--- config.mk ---
export PLATFORM = sky130hd
export DESIGN_NAME = instr_fetch
export DESIGN_NICKNAME = d
export VERILOG_FILES = /design/src/rtl/instr_fetch.sv
export SDC_FILE = /design/constraint.sdc
export NUM_CORES = 1
export LEC_CHECK = 0
export ABC_CLOCK_PERIOD_IN_PS = 3300
export CAP_MARGIN = 25
export CORE_ASPECT_RATIO = 1.5
export CORE_MARGIN = 2
export CORE_UTILIZATION = 44
export CTS_CLUSTER_SIZE = 16
export DETAILED_ROUTE_END_ITERATION = 8
export PLACE_DENSITY = 0.85
export SETUP_SLACK_MARGIN = 0.02
export SLEW_MARGIN = 30
export SYNTH_ARGS = -nofsm -noshare
export SYNTH_HDL_FRONTEND = slang
export SYNTH_SLANG_ARGS = --single-unit
--- constraint.sdc ---
create_clock -name clk -period 3.3 [get_ports clk]
set_clock_uncertainty 0.05 [all_clocks]
set_input_delay 0.495 -clock clk [delete_from_list [all_inputs] [get_ports clk]]
set_output_delay 0.495 -clock clk [all_outputs]
set_load 0.02 [all_outputs]
--- src/rtl/instr_fetch.sv ---
// Purpose : instruction fetch unit. Walks pc through a 512-word instruction
//           memory, presents each fetched word to the decoder through a
//           one-entry register (line_data / instr_valid), redirects on a
//           resolved branch, and parks in HALT when it fetches a halt opcode.
// Ports   : clk, rst (async active-low) | stall (decoder backpressure)
//           branch_taken, branch_addr (redirect) | mem_req, mem_addr,
//           mem_rdata, mem_ready (memory read port) | line_data, instr_valid,
//           pc, halted (decoder / status outputs).
// Latency : a word seen with mem_ready is on line_data one edge later; with
//           zero-wait memory and no stall the unit sustains one word/cycle.
module instr_fetch #(
    parameter logic [8:0] RESET_PC    = 9'd0,
    parameter logic [5:0] HALT_OPCODE = 6'b111111
) (
    input  logic        clk,
    input  logic        rst,
    input  logic        stall,
    input  logic        branch_taken,
    input  logic [8:0]  branch_addr,
    output logic        mem_req,
    output logic [8:0]  mem_addr,
    input  logic [15:0] mem_rdata,
    input  logic        mem_ready,
    output logic [15:0] line_data,
    output logic        instr_valid,
    output logic [8:0]  pc,
    output logic        halted
);

    typedef enum logic {
        FETCH = 1'b0,
        HALT  = 1'b1
    } state_t;

    state_t      state_q, state_d;
    logic [8:0]  pc_q, pc_d;
    logic [15:0] line_q, line_d;
    logic        valid_q, valid_d;
    logic        halted_q, halted_d;

    logic        slot_free;
    logic        capture;
    logic        consume;
    logic        is_halt_word;

    // The output register can take a new word if it is empty or is being
    // drained by the decoder this very cycle.
    assign slot_free = !valid_q || !stall;

    // Gated by rst so that the request is forced low while reset is held,
    // independent of the register values. Dropping the request also cancels
    // any read still in flight; the memory must discard it.
    assign mem_req = rst && (state_q == FETCH) && slot_free && !branch_taken;

    // Only one address is ever presented, so at most one read is outstanding.
    assign mem_addr = pc_q;

    // A mem_ready without a live request is ignored.
    assign capture      = mem_req && mem_ready;
    assign consume      = valid_q && !stall;
    assign is_halt_word = (mem_rdata[15:10] == HALT_OPCODE);

    always_comb begin
        state_d  = state_q;
        pc_d     = pc_q;
        line_d   = line_q;
        valid_d  = valid_q;
        halted_d = halted_q;

        if (branch_taken) begin
            // Redirect wins over everything; any word returned this cycle is
            // dropped because mem_req is already low.
            state_d  = FETCH;
            pc_d     = branch_addr;
            line_d   = 16'h0000;
            valid_d  = 1'b0;
            halted_d = 1'b0;
        end else if (capture) begin
            if (is_halt_word) begin
                // Halt word is swallowed: pc stays on it, line_data keeps the
                // last real instruction, and nothing is shown to the decoder.
                // A capture implies slot_free, so any valid word was consumed.
                state_d  = HALT;
                valid_d  = 1'b0;
                halted_d = 1'b1;
            end else begin
                line_d  = mem_rdata;
                valid_d = 1'b1;
                pc_d    = pc_q + 9'd1;   // natural 9-bit wrap 511 -> 0
            end
        end else if (consume) begin
            valid_d = 1'b0;
        end
    end

    always_ff @(posedge clk or negedge rst) begin
        if (!rst) begin
            state_q  <= FETCH;
            pc_q     <= RESET_PC;
            line_q   <= 16'h0000;
            valid_q  <= 1'b0;
            halted_q <= 1'b0;
        end else begin
            state_q  <= state_d;
            pc_q     <= pc_d;
            line_q   <= line_d;
            valid_q  <= valid_d;
            halted_q <= halted_d;
        end
    end

    assign pc          = pc_q;
    assign line_data   = line_q;
    assign instr_valid = valid_q;
    assign halted      = halted_q;

endmodule

Figure 1. Routed clock nets over the placement.
Scale bar: 20 um.
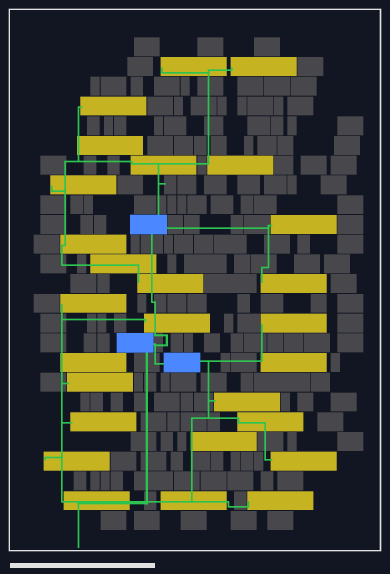
- flip-flops: yellow (count 27)
- clock wires: green (length 309 um)
- clock-net drivers: blue (count 3)
- routed clock nets: 4
clock network fraction of design power: 23.2%
worst-skew pair later-pin latency: 0.27 ns
clock network power consumption: 186 uW

Figure 2. Signal wires by layer.
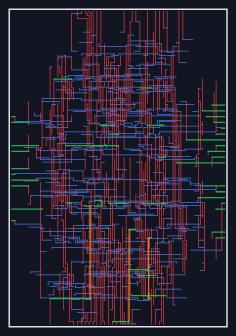
- M2: red (wire length 2260 um)
- M3: green (wire length 185 um)
- M1: blue (wire length 1530 um)
- M4: orange (wire length 57.8 um)
global router's overall resource usage: 23.15%
Avg WL per Cell: 15.77 um

==> run summary <==
Flow results follow.

The layout has 3 clock buffers. The number of fill cells in the layout is 262. The worst endpoint required time is 2.75 ns. The register cell area after layout is 675.6 um2. Summing all non-filler instances in the final layout gives an area of 0.002137 mm2. Counting every net in the synthesized netlist gives about 190. In the CTS report, the clock slew at the register clock pins of the worst setup and hold paths is listed as 0.09 ns. The initial antenna violation count is 0. The horizontal die dimension is between 50 and 60 um. The CTS tree is done. The cts-stage hold buffer count is 0. The relative slew slack is 66.40%. After clock tree synthesis, the setup repair step added 0 buffers. Hold timing on the final database bottoms out at a slack of 0.4973 ns. The chip occupies 0.003793 mm2. The report shows a maximum critical-path fanout of 3. During I/O placement, the number of pins put on the boundary was ~67. The area growth from synthesis to layout is 46.86%.

The final report lists a non-filler cell total of 256. The number of gates resized after CTS was 0. The fraction of area in multi-input gates is 29.80%. The clock-cell share of area is 2.166%. The data arrival time at the worst-slack endpoint is 1.95 ns. Per the layout area report, the combinational gate area comes to 636.9 um2.

The post-route setup TNS is 0 ns. The number of global-route vias before repair is around 1500. The count of flip-flops with a built-in enable after synthesis is 0. The total routed wirelength is 4036 um. The placement report lists the number of port buffers as roughly 66. The placement summary gives the final routability congestion estimate as a little under 0.8. The fraction of final cell area spent on non-clock buffers in this run is 33.02%. The iteration tally of the first detailed-router pass is 4.

The maximum root-to-sink buffer count is 2. In the Yosys report the total cell count is 160. The run finished with clean final reports. The final report lists the setup-violating endpoint count as 0. Measured along the y axis, the die boundary spans 74.43 um. The final critical-path setup slack is 0.8010 ns. At the end of the flow the core is filled with cells to a little under 70%. The inserted tap cell count is 40.

Per the OpenROAD power report, leakage power amounts to between 0.8 and 0.9 nW. The library cells used most frequently in the layout, excluding fill and tap cells, are clkdlybuf4s50_1 (66), nand2_1 (27), dfrtp_1 (27). Per the summary, power density relative to cell area is 375.3 mW/mm2. The synthesized netlist contains 37 unique library cells. The most common cell after layout, fill and taps aside is clkdlybuf4s50_1.

After layout, the design draws a total of 802.1 uW. For reference, the top logic cell family by area is simple AND/OR/NAND/NOR gates. The flow reports an fmax of 400.2 MHz. The non-clock buffer instance count of the final layout is 72. The library cell occupying the most area in the post-synthesis netlist is dfrtp_1. For reference, full adder, half adder and majority cells occupy 0.8598% of the area reported after synthesis.

The routed design shows a via density per instance of 5.664. The clock period minus final worst setup slack is 2.499 ns. For reference, XOR and XNOR gates occupy 0% of the area reported after synthesis. The first-pass GRT wire length is between 6000 and 7000 um. The antenna violation net count after detailed routing is 0. The synthesized area divided by synthesized cell count is 9.095 um2. The chip area estimate from yosys synthesis is 0.001455 mm2. Of the post-synthesis cell area, the dominant cell type holds a little under half. The synthesized netlist cell count is 160. Summing over the stages, the warning tally comes to 26. In the layout the tool counted multi-input logic cells amounting to between 100 and 150. The leftover overflow at the end of global routing is 0. The number of DRC markers after the initial detailed-route iteration is 46. The cell area that synthesis handed to floorplanning was 0.001455 mm2. The CTS report gives the tree buffer count as 3. The type of the worst setup path is in2out.

The total number of H-tree levels is 1. The final antenna diode count is 0. The initialized floorplan defines 25 standard-cell rows. In the final design database the tool counted 248 nets. Prior to clock tree synthesis, the placed netlist has a worst setup slack of 0.7990 ns. Detailed placement reports a standard cell area of 0.002091 mm2. Setup repair after global routing left no endpoint under its margin. The post-route netlist has 6.019% of its cells at a drive strength greater than 1. The clock tree has to reach 27 sinks. By area the synthesized netlist is led by dfrtp_1 (46%), nand2_1 (7.0%), nand3_1 (6.5%). The layout has 6 inverters outside the clock class.

The fraction of the mapped netlist area in simple logic gates is 25.37%. The startpoint type of the worst setup path is a primary input. CTS placed an instance of clkbuf_8 at the clock tree root. The number of design rule violations left after detail routing is 0.

The share of the yosys chip area belonging to registers is 46.43%. The most frequently used flop master after synthesis is dfrtp_1. The post-synthesis share of cell area spent on and-or and or-and gates is about 18%. The type of the tightest min-delay check is reg2reg. The number of sequential cells reported for the layout is 27. Entering global routing, the biggest net connects 22 pins.

The max-slew violation total from the final report is 0. The share of flip-flops with an asynchronous set or reset after synthesis is 100.0%. The fraction of standard cell area that is sequential is a little under a third.

Across the run, the number of max-cap violations was 0. The floorplan core density is 46.06%. The share of the cycle needed by the critical path after routing is 75.73%. STA classifies the critical path endpoint as an output port. The placed instance count is around 250. The fraction of synthesized area in multiplexers is 0%. Once detailed placement completed, the half-perimeter wirelength came to 3020 um. The number of synthesized register bits is 27. The final route contains 1450 vias. The final hold violation count recorded for this run is 0.

The core area is between 0.003 and 0.004 mm2. Yosys printed 0 warnings. The slew of the pin with the lowest slew margin is 0.5009 ns. The most area-hungry cell class in the final design is non-clock buffers. The worst-case IR drop observed on VDD is approximately 0.32 mV.
==> final timing paths <==
kind                                          startpoint                        to  slack (ns)  cells past startpoint
worst max register to register   mem_addr[0]$_DFFE_PN0P_   mem_addr[8]$_DFFE_PN0P_        1.46                      5
worst min-delay path            line_data[8]$_DFFE_PN0P_  line_data[8]$_DFFE_PN0P_        0.50                      2
max in group asynchronous                            rst   mem_addr[6]$_DFFE_PN0P_        2.41                      2
worst min register to register  line_data[8]$_DFFE_PN0P_  line_data[8]$_DFFE_PN0P_        0.50                      2
min in group asynchronous                            rst        halted$_DFFE_PN0P_        0.51                      2
worst max-delay path                        branch_taken                   mem_req        0.80                      4
==> synthesized netlist by cell type, types with 2 or more instances <==
library cell / number
nand3_1: 19
buf_2: 3
dfrtp_1: 27
and2_1: 2
o21ai_0: 16
nor3_1: 2
and3_1: 2
clkbuf_1: 7
o311ai_0: 5
a221o_1: 3
nand2_1: 27
a21oi_1: 2
buf_4: 9
nor2_1: 5
o211ai_1: 4
and4_1: 2
inv_1: 5
==> power by group <==
group	total [mW]	leakage, nW	switching (mW)	internal [mW]
registers	0.380	0.352	0.0266	0.354
clock network	0.186	0.0255	0.101	0.0845
logic	0.236	0.481	0.116	0.120
==> metal layers <==
metal,up-vias,track usage (%),share of wire [%]
li1,675,-,-
met2,64,44.59,56
met1,705,25.81,38
met4,0,9.309,1.4
met3,6,1.807,4.6
met5,-,0,0
==> state kept, by name (all words and copies together), names as in the netlist <==
signal       flops
line_data       16
halted           1
instr_valid      1
mem_addr         9
==> critical path, cell delays in order <==
cell             delay, ns
clkdlybuf4s50_1       0.53
nor2_8                0.18
and3_1                0.16
clkdlybuf4s50_1       0.59
No activity file was given, so power comes from the tool's default toggle rates.
